### Signal wires on met4, run 1

Cells faint in the background.
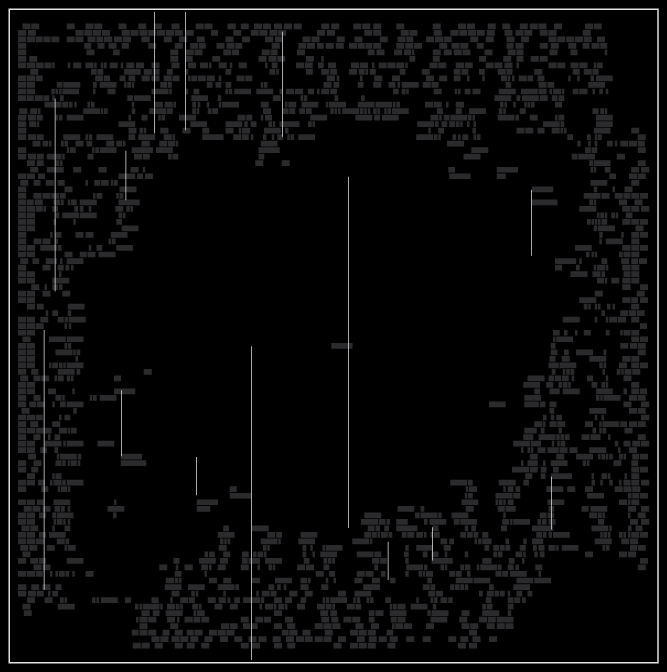
### Met2 routing, run 1

Scale bar: 100 um. Cells faint in the background.
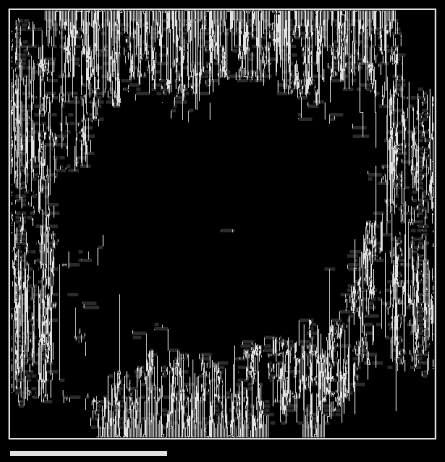
### Congestion heat map, run 1

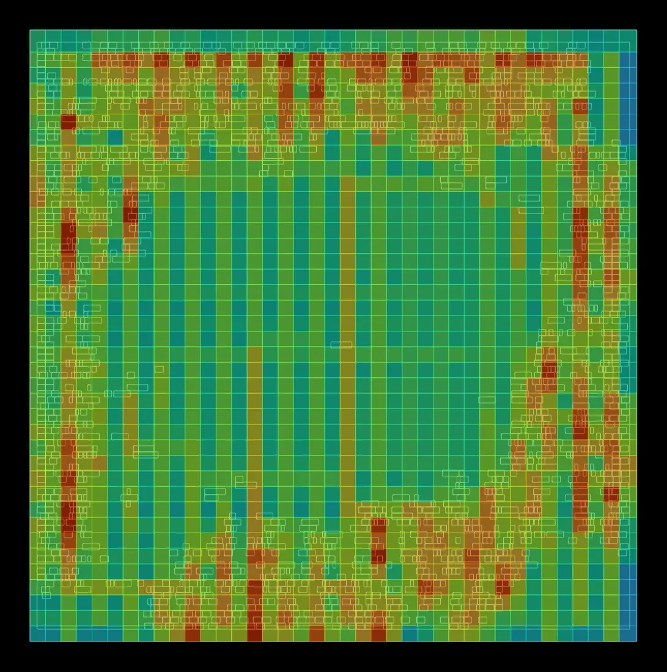
<file path="src/rtl/aes_round_sequencer_if.sv">
// Bus between the AES-128 round sequencer and its surroundings: the upstream
// block source, the key expansion unit, the round datapath and the downstream sink.
interface aes_round_sequencer_if #(
  parameter int unsigned CNT_W = 32
);
  logic              in_valid;
  logic              in_ready;
  logic [127:0]      in_block;
  logic              key_ready;
  logic [3:0]        rk_idx;
  logic [127:0]      rk_in;
  logic [127:0]      rnd_state;
  logic              rnd_final;
  logic [127:0]      rnd_result;
  logic              out_valid;
  logic              out_ready;
  logic [127:0]      out_block;
  logic              busy;
  logic [CNT_W-1:0]  blk_cnt;

  modport master (
    input  in_valid, in_block, key_ready, rk_in, rnd_result, out_ready,
    output in_ready, rk_idx, rnd_state, rnd_final, out_valid, out_block, busy, blk_cnt
  );

  modport slave (
    output in_valid, in_block, key_ready, rk_in, rnd_result, out_ready,
    input  in_ready, rk_idx, rnd_state, rnd_final, out_valid, out_block, busy, blk_cnt
  );
endinterface

</file>
<file path="src/rtl/aes_round_sequencer.sv">
// Iterative AES-128 encrypt control: owns the block state, round counter and
// handshakes, and time-multiplexes one external round datapath over all rounds.
module aes_round_sequencer #(
  parameter int unsigned NR    = 10,
  parameter int unsigned CNT_W = 32
) (
  input  logic                  clk,
  input  logic                  rst_n,
  aes_round_sequencer_if.master bus
);
  localparam logic [1:0] IDLE  = 2'd0;
  localparam logic [1:0] ROUND = 2'd1;
  localparam logic [1:0] DONE  = 2'd2;
  localparam logic [3:0] NR_L  = 4'(NR);

  logic [1:0]       fsm_q, fsm_d;
  logic [127:0]     state_q, state_d;
  logic [3:0]       round_q, round_d;
  logic [CNT_W-1:0] cnt_q, cnt_d;

  // Reset gates in_ready so a handshake can never slip through a reset edge.
  assign bus.in_ready  = (fsm_q == IDLE) && bus.key_ready && rst_n;
  assign bus.rnd_state = state_q;
  assign bus.rnd_final = (fsm_q == ROUND) && (round_q == NR_L);
  assign bus.out_valid = (fsm_q == DONE);
  assign bus.out_block = state_q;
  assign bus.busy      = (fsm_q != IDLE);
  assign bus.blk_cnt   = cnt_q;

  always_comb begin
    case (fsm_q)
      ROUND:   bus.rk_idx = round_q;
      DONE:    bus.rk_idx = NR_L;
      default: bus.rk_idx = 4'd0;
    endcase
  end

  always_comb begin
    fsm_d   = fsm_q;
    state_d = state_q;
    round_d = round_q;
    cnt_d   = cnt_q;
    case (fsm_q)
      IDLE: begin
        if (bus.in_valid && bus.in_ready) begin
          state_d = bus.in_block ^ bus.rk_in;
          round_d = 4'd1;
          fsm_d   = ROUND;
        end
      end
      ROUND: begin
        // A low key_ready means the schedule is being reloaded: freeze everything.
        if (bus.key_ready) begin
          state_d = bus.rnd_result;
          if (round_q == NR_L) begin
            fsm_d = DONE;
          end else begin
            round_d = round_q + 4'd1;
          end
        end
      end
      DONE: begin
        if (bus.out_ready) begin
          fsm_d = IDLE;
          cnt_d = cnt_q + CNT_W'(1);
        end
      end
      default: fsm_d = IDLE;
    endcase
  end

  always_ff @(posedge clk) begin
    if (!rst_n) begin
      fsm_q   <= IDLE;
      state_q <= '0;
      round_q <= '0;
      cnt_q   <= '0;
    end else begin
      fsm_q   <= fsm_d;
      state_q <= state_d;
      round_q <= round_d;
      cnt_q   <= cnt_d;
    end
  end
endmodule

</file>
<file path="src/flat_wrapper.sv">
// flat-port wrapper written by rule: the top's interface ports become plain ports
module aes_round_sequencer_flat 
#(
  parameter int unsigned NR    = 10,
  parameter int unsigned CNT_W = 32
)
  (clk, rst_n, bus_in_valid, bus_in_block, bus_key_ready, bus_rk_in, bus_rnd_result, bus_out_ready, bus_in_ready, bus_rk_idx, bus_rnd_state, bus_rnd_final, bus_out_valid, bus_out_block, bus_busy, bus_blk_cnt);
  aes_round_sequencer_if #(.CNT_W(CNT_W)) bus_i ();
  input  logic clk;
  input  logic rst_n;
  input wire logic [$bits(bus_i.in_valid)-1:0] bus_in_valid;
  input wire logic [$bits(bus_i.in_block)-1:0] bus_in_block;
  input wire logic [$bits(bus_i.key_ready)-1:0] bus_key_ready;
  input wire logic [$bits(bus_i.rk_in)-1:0] bus_rk_in;
  input wire logic [$bits(bus_i.rnd_result)-1:0] bus_rnd_result;
  input wire logic [$bits(bus_i.out_ready)-1:0] bus_out_ready;
  output wire logic [$bits(bus_i.in_ready)-1:0] bus_in_ready;
  output wire logic [$bits(bus_i.rk_idx)-1:0] bus_rk_idx;
  output wire logic [$bits(bus_i.rnd_state)-1:0] bus_rnd_state;
  output wire logic [$bits(bus_i.rnd_final)-1:0] bus_rnd_final;
  output wire logic [$bits(bus_i.out_valid)-1:0] bus_out_valid;
  output wire logic [$bits(bus_i.out_block)-1:0] bus_out_block;
  output wire logic [$bits(bus_i.busy)-1:0] bus_busy;
  output wire logic [$bits(bus_i.blk_cnt)-1:0] bus_blk_cnt;
  assign bus_i.in_valid = bus_in_valid;
  assign bus_i.in_block = bus_in_block;
  assign bus_i.key_ready = bus_key_ready;
  assign bus_i.rk_in = bus_rk_in;
  assign bus_i.rnd_result = bus_rnd_result;
  assign bus_i.out_ready = bus_out_ready;
  assign bus_in_ready = bus_i.in_ready;
  assign bus_rk_idx = bus_i.rk_idx;
  assign bus_rnd_state = bus_i.rnd_state;
  assign bus_rnd_final = bus_i.rnd_final;
  assign bus_out_valid = bus_i.out_valid;
  assign bus_out_block = bus_i.out_block;
  assign bus_busy = bus_i.busy;
  assign bus_blk_cnt = bus_i.blk_cnt;
  aes_round_sequencer #(.NR(NR), .CNT_W(CNT_W)) u_core (.clk(clk), .rst_n(rst_n), .bus(bus_i));
endmodule
</file>
<file path="config.mk">
export PLATFORM = sky130hd
export DESIGN_NAME = aes_round_sequencer_flat
export DESIGN_NICKNAME = d
export VERILOG_FILES = /design/src/rtl/aes_round_sequencer_if.sv /design/src/rtl/aes_round_sequencer.sv /design/src/flat_wrapper.sv
export SDC_FILE = /design/constraint.sdc
export NUM_CORES = 1
export LEC_CHECK = 0
export CAP_MARGIN = 20
export CORE_AREA = 3 3 267 269
export CTS_CLUSTER_DIAMETER = 200
export DETAILED_ROUTE_END_ITERATION = 7
export DIE_AREA = 0 0 270 272
export PLACE_DENSITY = 0.45
export SLEW_MARGIN = 20
export SYNTH_ARGS = -nofsm -noshare
export SYNTH_HDL_FRONTEND = slang
export SYNTH_SLANG_ARGS = --single-unit
</file>
<file path="constraint.sdc">
create_clock -name clk -period 2.74 [get_ports clk]
set_clock_uncertainty 0.05 [all_clocks]
set_input_delay 0.548 -clock clk [delete_from_list [all_inputs] [get_ports clk]]
set_output_delay 0.548 -clock clk [all_outputs]
set_load 0.02 [all_outputs]
</file>
==> git commit body, run 1 <==
Log flow metrics for this revision

- Gate family responsible for the most delay along the worst path: buffers and inverters
* Number of standard-cell rows in the floorplan: 96
* Synthesis area per yosys: 0.009568 mm2
- Switching power as a share of total power: 40.21%
* Setup Crit Path Kind: reg -> out
* Core Footprint: 0.06883 mm2
- Cell total in the yosys stat output: 1231
- The initial utilization of the core area, before any placement, comes to 13.90%.
* Status: finished clean
* Setup total negative slack: 0 ps
- Multiplexer share: 0.4185%
- The via count of the first global-routing pass came to 10580.
* Startpoint Class: flip-flop
* Non-Filler Instances: 2708
* Final-report hold violation count: 0
- Largest register FFs: 128
- DR iter-0 viols: 316
- Number of enable flip-flop cells: 0
- Looking at the clock tree report, the maximum root-to-sink buffer count equals 2.
- Met1 layer usage reported by global route: 13.30%
- In this run the tool buffered the top-level ports with 684 buffer cells.
* Main area contributors after synthesis: sky130_fd_sc_hd__dfxtp_1 (35%), sky130_fd_sc_hd__xnor2_1 (12%), sky130_fd_sc_hd__nand2_1 (11%), sky130_fd_sc_hd__buf_4 (10%), sky130_fd_sc_hd__o211ai_1 (8.9%)
* Clock tree from TritonCTS: built
- Main power group: combinational logic
- Diode insertion count for antenna repair: 3
- In the Yosys report, the sequential cells make up 34.73% of the chip area.
* Area after DPL: 0.01672 mm2
* DR vias/cell: 3.820
* Max-cap violations: 0
- The leakage component of the power was reported as 5.802 nW.
- Yosys instantiated no cell more often than sky130_fd_sc_hd__nand2_1.
- Number of antenna-violating nets in the routed design: 0
* WP data required: 2140 ps
- Measured on the final layout, buffering overhead outside the clock network stands at 41.79%.
- For reference, the clock transition at the flip-flops on the worst setup and hold paths is 70 ps.
* Crit-path cells: inv_1, ha_2, a21oi_1, nor2b_1, clkdlybuf4s50_1
- The clock buffers instantiated in the layout total 20.
* Combinational Power Share: 49.7%
- Sequential Power: 0.00324 W
- Final-layout fill cell count: 7456
- Across all register-to-register paths, the minimum setup slack is 430 ps.
* Simple-Gate Area Share: 17.33%
* Flip-flops: 166
- Pin placement for this block handled 685 I/O pins.
- Top cell types by occurrence after synthesis: sky130_fd_sc_hd__nand2_1 (288), sky130_fd_sc_hd__dfxtp_1 (166), sky130_fd_sc_hd__a21oi_1 (149)
- The cell count after synthesis came out at 1231.
- Well-Tap Cells: 931
- MI comb area: 0.004921 mm2
- The min-delay analysis places its worst path in the category reg -> reg.
- Tool warnings: 36
- Number of hold buffers added after CTS: 0
- Clock tree synthesis selected as its root buffer the cell sky130_fd_sc_hd__clkbuf_16.
* Combinational share of cell area: 28.37%
* Combined buffer and inverter count along the critical path: 2
* Type of element capturing the critical path: output pin
- Among all stages on the critical path, the largest delay is contributed by sky130_fd_sc_hd__clkdlybuf4s50_1.
* Area of all placed cells without fillers: 0.01735 mm2
- Dominant register cell: sky130_fd_sc_hd__dfxtp_1
* Power attributed to the clock group: 0.00260 W
* Buffers outside the clock class: 723
- The final design was reported to hold multi-input combinational gates totalling 840.
* Post-Place Worst Slack: 18.97 ps
- In this run the number of H-tree levels came out at 4.
* Final #Nets: 2157
- Entering global routing, the biggest net connects 159 pins.
- VDD sags by at most 0.0004363 V.
- Per the GRT congestion report, total overflow comes to 0.
* HPWL after detailed placement: 36600 um
- Among the non-sequential cells, AND-OR/OR-AND gates take the most area.
- Transition time at the pin with the least slew margin: 797.4 ps
- The clock tree has to reach 166 sinks.
- Per the detail_route report, routed wire per instance is 16.81 um.
- Biggest area consumer among synthesized cells: sky130_fd_sc_hd__dfxtp_1
- The power report lists the combinational group at 0.00576 W.
* Cell total after placement: 2673
- The net switching power in the latest report is 0.004664 W.
* Area fraction in xor and xnor cells: 12.45%
- Clk tree area frac: 3.585%
* Wire length of the first global-routing pass: 66700 um
* Slew Limit Fails: 0
* Post-CTS Setup Repair Bufs: 0
- Post-layout min period: 2623 ps
- Metal3 WL: 2547 um
- Synth Area per Inst: 7.772 um2
- Count of distinct cell types in the synthesized netlist: 45
* Power after layout: 0.01160 W
- According to the floorplan report, the total die area is 0.07344 mm2.
- Worst hold slack: 424.4 ps
* Total global-route track usage: 11.89%
- Number of inverters outside the clock class in the layout: 13
- According to the floorplan report, the die width is 270 um.
* Number of DRC violations after detailed routing: 0
- In this run, the synthesized area fraction spent on adder and majority cells is recorded as 0.9154%.
- Setup repair after global routing missed its margin: no
- In this run the power density over the cells is 668.6 mW/mm2.
* Area fraction in compound gates: 20.22%
- The top cell type by area accounts for 34.73% of the synthesized area.
- Highest routed metal layer: met4
- Most frequent logic cell in the layout: sky130_fd_sc_hd__clkdlybuf4s50_1
- Iteration count of the initial detailed-routing pass: 5
* Share of cell area taken by flip-flops and latches: 19.16%
* Routability congestion estimate from global placement: 0.8487
* Cts bufs inserted: 17
Back to the opening pictures, 'Signal wires on met4':
share of all routed wire	1.7%
wire length on this layer	749 um
nets with wire on the layer	8
Vias: 10350
post-detailed-routing wire length: 45510 um

Back to the opening pictures, 'Met2 routing':
wire length on this layer	24.2 mm
nets with wire on the layer	1786
main direction	vertical

Back to the opening pictures, 'Congestion heat map':
Top Usage Layer GRT: met2
global-route met3 utilization: 3.101%
met2 GRT Util: 22.00%
Layout Utilization: 25.20%

[run 1: path summary, 6_finish.rpt]
check,startpoint,to,cells past startpoint
worst max-delay path,u_core.fsm_q[1]$_SDFFE_PN0P_,bus_rk_idx[3],5
worst max register to register,u_core.fsm_q[0]$_SDFFE_PN0P_,u_core.bus.blk_cnt[20]$_SDFFE_PN0P_,7
worst min register to register,u_core.bus.out_block[124]$_SDFFE_PN0P_,u_core.bus.out_block[124]$_SDFFE_PN0P_,2
worst min-delay path,u_core.bus.out_block[124]$_SDFFE_PN0P_,u_core.bus.out_block[124]$_SDFFE_PN0P_,2
### Metal 1, run 1

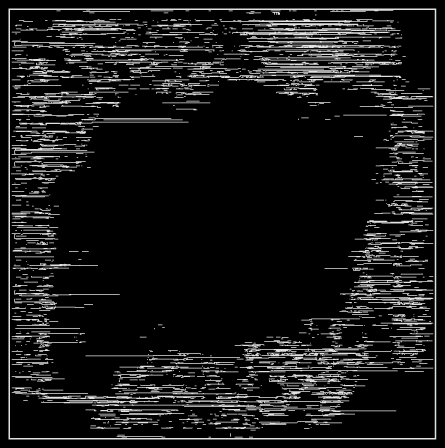

==> run 2: changes to the inputs <==
--- a/config.mk
+++ b/config.mk
@@ -6,10 +6,10 @@
 export NUM_CORES = 1
 export LEC_CHECK = 0
 export CAP_MARGIN = 20
-export CORE_AREA = 3 3 267 269
+export CORE_AREA = 3 3 266 268
 export CTS_CLUSTER_DIAMETER = 200
 export DETAILED_ROUTE_END_ITERATION = 7
-export DIE_AREA = 0 0 270 272
+export DIE_AREA = 0 0 269 271
 export PLACE_DENSITY = 0.45
 export SLEW_MARGIN = 20
 export SYNTH_ARGS = -nofsm -noshare
### Metal 1, run 2

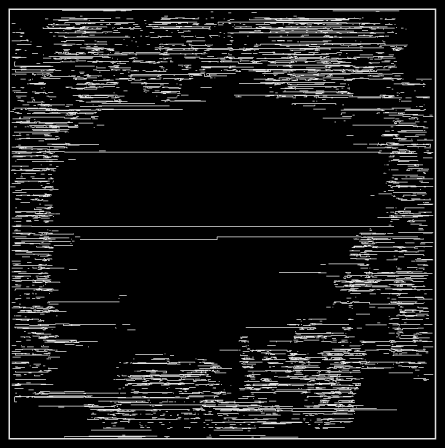
share of all routed wire	41%
longest straight run	229 um
nets with wire on the layer	1876
Vias: 10280
met1 layer usage reported by global route: 13.73%
post-detailed-routing wire length: 45620 um

### Met2 routing, run 2

Scale bar: 100 um. Cells faint in the background.
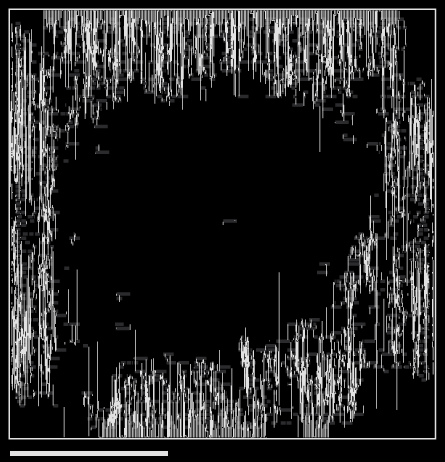
nets with wire on the layer	1742
wire length on this layer	23.8 mm
longest straight run	113 um
met2 GRT Util: 22.24%

==> git commit body, run 2 <==
Log flow metrics for this revision

- Status: finished clean (unchanged)
- Cts bufs inserted: 17 (unchanged)
- The I/O pin total came to 685 (unchanged).
* Area of all placed cells without fillers: 0.01723 mm2 (was 0.01735 mm2)
- The final core utilization is 25.13% (was 25.20%).
* Iteration count of the initial detailed-routing pass: 5 (unchanged)
- The total power density per cell area is 659.9 mW/mm2 (was 668.6 mW/mm2).
* DR vias/cell: 3.814 (was 3.820)
* MI comb area: 0.004933 mm2 (was 0.004921 mm2)
* Transition time at the pin with the least slew margin: 805.9 ps (was 797.4 ps)
* Number of hold buffers added after CTS: 0 (unchanged)
- The flip-flop and latch power came to 0.00327 W (was 0.00324 W).
- The cell at the slowest stage of the critical path was sky130_fd_sc_hd__clkdlybuf4s50_1 (unchanged).
* Clock Pin Slew Worst Setup and Hold Paths: 80 ps (was 70 ps)
- DR iter-0 viols: 417 (was 316)
- HPWL after detailed placement: 36450 um (was 36600 um)
* Area fraction in xor and xnor cells: 12.45% (unchanged)
- Switching power as a share of total power: 41.56% (was 40.21%)
* Clk tree area frac: 3.311% (was 3.585%)
- Main power group: combinational logic (unchanged)
- Type of element capturing the critical path: output pin (unchanged)
- The fraction of synthesized area in multiplexers came to 0.4185% (unchanged).
- The endpoint required time on the critical path is 2140 ps (about the same).
- Number of standard-cell rows in the floorplan: 96 (unchanged)
- The routed length on met3 was 2475 um (was 2547 um).
* Class of the worst hold path: reg -> reg (unchanged)
- Wire length of the first global-routing pass: 65640 um (was 66700 um)
- The category of the critical setup timing path is reg -> out (unchanged).
* Level count of the clock H-tree: 4 (unchanged)
* Total global-route track usage: 11.97% (was 11.89%)
- The count of flip-flops with a built-in enable after synthesis is 0 (unchanged).
* Largest register FFs: 128 (unchanged)
- The number of post-CTS setup repair buffers is 0 (unchanged).
* Flip-flops: 166 (unchanged)
* Cell total after placement: 2663 (was 2673)
- Post-layout min period: 2630 ps (was 2623 ps)
- Tool warnings: 36 (unchanged)
* Root buf cell: sky130_fd_sc_hd__clkbuf_16 (unchanged)
- Wirelength per Cell: 16.92 um (was 16.81 um)
- The part of the Yosys area used for sequential elements was 34.73% (unchanged).
- Top Usage Layer GRT: met2 (unchanged)
- The pin count of the biggest net entering global routing came to 159 (unchanged).
- The reported clock group power was 0.00241 W (was 0.00260 W).
- The overall power after layout came to 0.01137 W (was 0.01160 W).
- The number of hold-slack violations in the final timing report was 0 (unchanged).
* Reported net switching power: 0.004726 W (was 0.004664 W)
- Total die size: 0.07290 mm2 (was 0.07344 mm2)
* Cell depth of the worst min-delay path: 2 (unchanged)
* FP Util: 13.95% (was 13.90%)
- Worst hold slack: 423.8 ps (was 424.4 ps)
- Top cell types by occurrence after synthesis: sky130_fd_sc_hd__nand2_1 (288), sky130_fd_sc_hd__dfxtp_1 (166), sky130_fd_sc_hd__a21oi_1 (149) (unchanged).
- Synth Area per Inst: 7.772 um2 (unchanged)
- Simple-Gate Area Share: 17.33% (unchanged)
* Synthesis area per yosys: 0.009568 mm2 (unchanged)
- The setup slack after placement was 65.41 ps (was 18.97 ps).
- The die boundary width is 269 um (was 270 um).
- Count leader, synth: sky130_fd_sc_hd__nand2_1 (unchanged)
- The share of the final layout cell area in sequential cells came to 19.28% (was 19.16%).
- Combinational Power Share: 50.1% (was 49.7%)
- Most frequent logic cell in the layout: sky130_fd_sc_hd__clkdlybuf4s50_1 (unchanged)
- Vias in the first global route: 10390 (was 10580)
- Area share, top type: 34.73% (unchanged)
- Count of distinct cell types in the synthesized netlist: 45 (unchanged)
- The number of buffers added on ports came to 684 (unchanged).
- Global-route met3 utilization: 2.219% (was 3.101%)
- Combinational share of cell area: 28.63% (was 28.37%)
- Final #Nets: 2147 (was 2157)
- The number of inserted filler cells in the final layout is 7360 (was 7456).
- The adder-cell share of the synthesized area is 0.9154% (unchanged).
- The number of non-clock inverters was 13 (unchanged).
* Setup total negative slack: 0 ps (unchanged)
- Portion of the layout cell area used by non-clock buffers: 41.66% (was 41.79%)
- Biggest area consumer among synthesized cells: sky130_fd_sc_hd__dfxtp_1 (unchanged)
- The area of placed instances came to 0.01664 mm2 (was 0.01672 mm2).
- The reported leakage power came to 5.741 nW (was 5.802 nW).
- Dominant combinational family: AND-OR/OR-AND gates (unchanged)
- Non-Filler Instances: 2696 (was 2708)
* Clock tree from TritonCTS: built (unchanged)
* Crit-path cells: inv_1, ha_1, nor2b_1, clkdlybuf4s50_1 (was inv_1, ha_2, a21oi_1, nor2b_1, clkdlybuf4s50_1)
- The post-detailed-route count of antenna-violating nets was 0 (unchanged).
* Max clock buf depth: 2 (unchanged)
- The final tally of max-slew violations is 0 (unchanged).
- The dominant synthesized flop cell is sky130_fd_sc_hd__dfxtp_1 (unchanged).
run 2: critical path: cells and delay by family (launching register included):
kind,cells,cell delay (ps)
AND/OR/NAND/NOR,1,120
flip-flops,1,390
buffers and inverters,2,750
adder cells (fa/ha/maj),1,310
run 2: final timing paths:
check	startpoint	endpoint	slack, ps
setup reg to reg	u_core.fsm_q[0]$_SDFFE_PN0P_	u_core.bus.blk_cnt[16]$_SDFFE_PN0P_	450
hold / removal	u_core.bus.out_block[62]$_SDFFE_PN0P_	u_core.bus.out_block[62]$_SDFFE_PN0P_	420
hold reg to reg	u_core.bus.out_block[62]$_SDFFE_PN0P_	u_core.bus.out_block[62]$_SDFFE_PN0P_	420
setup / recovery	u_core.fsm_q[0]$_SDFFE_PN0P_	bus_rk_idx[3]	110
Power and IR drop assume default switching activity.
